### src/rtl/digit_serial_adder_subtractor.sv
// Digit-serial two's-complement adder/subtractor: one DIGIT-wide slice, LSB digit first.
// Optional `SATURATE_EN clamps S to the signed limit on overflow.
module digit_serial_adder_subtractor #(
    parameter int WIDTH = 16,
    parameter int DIGIT = 4
) (
    // start is sampled only while busy is low; an accepted start raises busy for NDIG cycles.
    // After the last cycle, done pulses for one cycle and S/C/V/Z are updated.
    input  logic             clk,
    input  logic             rst_n,
    input  logic             start,
    input  logic [WIDTH-1:0] A,
    input  logic [WIDTH-1:0] B,
    input  logic             M,
    output logic             busy,
    output logic             done,
    output logic [WIDTH-1:0] S,
    output logic             C,
    output logic             V,
    output logic             Z
);
    localparam int NDIG = WIDTH / DIGIT;
    localparam int CW = (NDIG > 1) ? $clog2(NDIG) : 1;
    localparam logic [CW-1:0] LAST_DIG = CW'(NDIG - 1);

    typedef enum logic {IDLE = 1'b0, RUN = 1'b1} stateT;

    stateT            state;
    logic [WIDTH-1:0] opA;
    logic [WIDTH-1:0] opBx;
    logic [WIDTH-1:0] acc;
    logic             carry;
    logic [CW-1:0]    cnt;

    logic [DIGIT-1:0] aDig;
    logic [DIGIT-1:0] bDig;
    logic [DIGIT:0]   digSum;
    logic             carryIntoMsb;
    logic             overflow;
    logic [WIDTH-1:0] rawSum;
    logic [WIDTH-1:0] finalSum;

    always_comb begin
        aDig   = opA[int'(cnt) * DIGIT +: DIGIT];
        bDig   = opBx[int'(cnt) * DIGIT +: DIGIT];
        digSum = {1'b0, aDig} + {1'b0, bDig} + {{DIGIT{1'b0}}, carry};
        // Carry into a sum bit is a ^ b ^ sum; only meaningful on the last digit's top bit.
        carryIntoMsb = aDig[DIGIT-1] ^ bDig[DIGIT-1] ^ digSum[DIGIT-1];
        overflow     = carryIntoMsb ^ digSum[DIGIT];
        rawSum = acc;
        rawSum[int'(cnt) * DIGIT +: DIGIT] = digSum[DIGIT-1:0];
        finalSum = rawSum;
`ifdef SATURATE_EN
        if (overflow) begin
            finalSum = opA[WIDTH-1] ? {1'b1, {(WIDTH-1){1'b0}}} : {1'b0, {(WIDTH-1){1'b1}}};
        end
`endif
    end

    always_ff @(posedge clk or negedge rst_n) begin
        if (!rst_n) begin
            state <= IDLE;
            opA   <= '0;
            opBx  <= '0;
            acc   <= '0;
            carry <= 1'b0;
            cnt   <= '0;
            done  <= 1'b0;
            S     <= '0;
            C     <= 1'b0;
            V     <= 1'b0;
            Z     <= 1'b0;
        end else begin
            done <= 1'b0;
            case (state)
                IDLE: begin
                    if (start) begin
                        opA   <= A;
                        opBx  <= B ^ {WIDTH{M}};
                        carry <= M;
                        cnt   <= '0;
                        acc   <= '0;
                        state <= RUN;
                    end
                end
                RUN: begin
                    acc   <= rawSum;
                    carry <= digSum[DIGIT];
                    cnt   <= cnt + 1'b1;
                    if (cnt == LAST_DIG) begin
                        state <= IDLE;
                        S     <= finalSum;
                        C     <= digSum[DIGIT];
                        V     <= overflow;
                        Z     <= (finalSum == '0);
                        done  <= 1'b1;
                    end
                end
                default: state <= IDLE;
            endcase
        end
    end

    assign busy = (state == RUN);

endmodule

### config.mk
export PLATFORM = sky130hd
export DESIGN_NAME = digit_serial_adder_subtractor
export DESIGN_NICKNAME = d
export VERILOG_FILES = /design/src/rtl/digit_serial_adder_subtractor.sv
export SDC_FILE = /design/constraint.sdc
export NUM_CORES = 1
export LEC_CHECK = 0
export CORE_UTILIZATION = 48
export DETAILED_ROUTE_END_ITERATION = 10
export GPL_TIMING_DRIVEN = 0
export PLACE_DENSITY = 0.82
export REMOVE_ABC_BUFFERS = 1
export SETUP_SLACK_MARGIN = 0.5
export SLEW_MARGIN = 20
export SYNTH_ARGS = -nofsm -noshare
export SYNTH_HDL_FRONTEND = slang
export SYNTH_SLANG_ARGS = --single-unit
export TNS_END_PERCENT = 1
### constraint.sdc
create_clock -name clk -period 3.3 [get_ports clk]
set_clock_uncertainty 0.2 [all_clocks]
set_input_delay 0.33 -clock clk [delete_from_list [all_inputs] [get_ports clk]]
set_output_delay 0.33 -clock clk [all_outputs]
set_load 0.05 [all_outputs]
layers.png
Scale: 4 px per um.
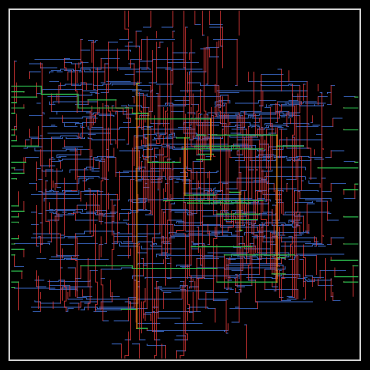
| color | layer | wire length |
|---|---|---|
| orange | M4 | 144 um |
| red | M2 | 3510 um |
| blue | M1 | 2960 um |
| green | M3 | 401 um |
DRT Wirelength: 7010 um
Vias: 2528
gr usage total: 21.0%

==> flow_summary_export.csv <==
group,metric,value,unit
drt,vias_per_cell,5.37,
finish,final_cells,471,
finish,flops,69,
finish,layout_top_cell,"dfrtp_1",
synth,async_flop_share,100,%
synth,ys.flops,69,
synth,syn-instance-count,320,
synth,top_cells_by_count,"69 x dfrtp_1, 49 x nand2_1, 30 x o21ai_0",
placed_design,dp_hpwl,4750,um
drt,drc,0,
setup_path,cp_common_cell,"fa_2",
sta,finalSetupTns,0,ns
pwr,leakage,1.90,nW
setup_path,cp.arrival,2.91,ns
placed_design,port_buffers,56,
floorplanning,nWellTaps,96,
pwr,p_switching,0.00224,W
sta,whs,0.240,ns
sta,fin_crit,2.86,ns
setup_path,cp_top_family,"adder cells",
synth,syn_area,0.00350,mm2
clock_tree,insertion_delay,0.35,ns
floorplanning,rows,30,
synth,ys_sh_adder,4.00,%
finish,clock_buffers,10,
setup_path,crit_fanout,4,
setup_path,cp_slowest_stage_delay,0.62,ns
synth,yosysTopAreaCell,"dfrtp_1",
global_routing,overflow,0,
drt,drt-pass1-iter-count,4,
placed_design,place_congestion,0.819,
flow_run,tool_warnings,31,
finish,n_all_buffers,63,
synth,ys_warn_count,0,
synth,simple_gate_share,12.7,%
finish,reg_top3,"S x16, opA x16, opBx x16",
pwr,vdd_drop_max,0.539,mV
sta,setup_viol,0,
synth,ys_sh_xor,4.25,%
finish,largest_cell_class,"registers",
drt,routed.top_layer,"met4",
setup_path,crit_slowest_cell,"fa_2",
placed_design,place_ws,-0.338,ns
setup_path,crit_type,"register to register",
finish,signal_buffer_area_fraction,13.9,%
synth,ys_cells,320,
synth,enable_flop_cells,0,
global_routing,grt_first_pass_wirelength,12100,um
sta,rsz0062_at_grt,"yes",
clock_tree,cts_post_setup_buffers_inserted,5,
sta,finalMaxSlewViolations,0,
synth,yosysTopAreaCellShare,49.3,%
sta,slew_headroom,40.8,%
finish,mi_logic_area,0.00167,mm2
synth,area_leaders,"dfrtp_1 49%, mux2_2 6.1%, nand2_1 5.3%",
pwr,p_clk_share,18.4,%
setup_path,timing.critical_path.from_type,"register",
sta,maxClockFrequency,350,MHz
finish,clock_cell_area_share,6.58,%
finish,num-nonclk-inverters,14,
synth,synth.area.mux_share,11.5,%
setup_path,worst-path-buf-inv,1,
floorplanning,fp_util,50.7,%
finish,fillCellCount,558,
placed_design,post_dp_cell_area,0.00409,mm2
global_routing,gr-usage-met3,6.26,%
finish,lay_top_cells,"67 x dfrtp_1, 55 x clkdlybuf4s50_1, 47 x nand2_1",
finish,comb_share,37.1,%
clock_tree,cts_hold_buf,1,
floorplanning,die_width,87.4,um
finish,seq_area_share,38.6,%
global_routing,grt_max_degree,50,
placed_design,dp.cells,449,
clock_tree,h-tree-depth,3,
sta,finalHoldViolCount,0,
hold_path,hold_class,"primary input to async pin",
pwr,power,0.00541,W
clock_tree,cts_buffers,9,
synth,top_logic_kind,"AND-OR/OR-AND gates",
global_routing,antenna_found_initial,0,
setup_path,path_cells,"mux4_2 > fa_2 > inv_1 > fa_2 > nand2b_4 > a2111oi_4 > nand4_1 > o41ai_2",
global_routing,grt_pass1_vias,2545,
pwr,internal_power,0.00318,W
drt,wl_met1,2960,um
sta,period_used_share,86.7,%
global_routing,grt_use_met1,26.0,%
drt,drt-initial-drc-count,153,
drt,wl_met2,3510,um
floorplanning,core,0.00691,mm2
finish,antenna_cells,0,
drt,wl_met3,400,um
synth,aoi_share,13.5,%
finish,layout-drive-gt1-share,19.5,%
synth,ys_area,0.00350,mm2
floorplanning,io_pins,57,
finish,fin_area,0.00449,mm2
outcome,status,"finished, final reports clean",
synth,ys_seq_share,49.3,%
synth,yosysMostFrequentCell,"dfrtp_1",
pwr,comb_power_share,54.5,%
synth,synth_cell_types,48,
clock_tree,clk_pin_slew_worst_paths,0.07,ns
floorplanning,die_h,87.4,um
finish,areaGrowthSynthToFinish,28.3,%
sta,setup_ws,0.440,ns
finish,nNetsFinal,416,
clock_tree,root_buffer,"clkbuf_8",
clock_tree,tritoncts,"done",
pwr,power_density,1210,mW/mm2
setup_path,cp_data_required_time,3.35,ns
flow_run,max_cap_violations,0,
setup_path,r2r_slack,0.44,ns
synth,synth.avg_cell_area,10.9,um2
clock_tree,cts_sinks,69,
global_routing,met2_usage,35.5,%
clock_tree,ctsResizeCount,14,
synth,ys.flop_type,"dfrtp_1",
floorplanning,dieArea,0.00764,mm2
pwr,sw_frac_of_total,41.3,%
finish,regArea,0.00173,mm2
finish,num-multi-input-gates,213,
pwr,pwr-share-seq,27.2,%
clock_tree,clock_path_buffers,2,
setup_path,cp-end-kind,"register",
drt,ant_nets,0,
sta,tightest_slew,0.886,ns
congestion_map.png
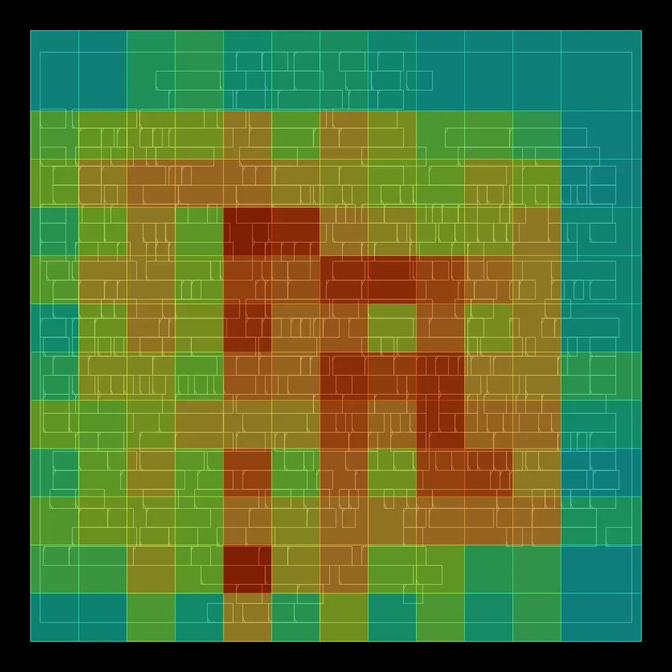
grt peak-use layer: met2
DR WL/cell: 14.9 um
Util after Layout: 65.0%

## worst paths after layout
check | from | end | cells after the start
max in group asynchronous | rst_n | cnt[0] | 3
hold reg to reg | S[4] | S[4] | 2
setup reg to reg | cnt[0] | Z | 8
hold / removal | rst_n | S[2] | 2
min in group clk | S[4] | S[4] | 2
setup / recovery | cnt[0] | Z | 8
## power by group through the flow
stage | sequential [W] | clock [W] | combinational [W]
2_1_floorplan | 0.00174 | 0 | 0.00156
3_3_place_gp | 0.00150 | 0 | 0.00246
3_5_place_dp | 0.00152 | 0 | 0.00253
4_1_cts | 0.00147 | 0.00100 | 0.00291
5_1_grt | 0.00152 | 0.00104 | 0.00320
6_report | 0.00147 | 0.000995 | 0.00295
No activity file was given, so power comes from the tool's default toggle rates.
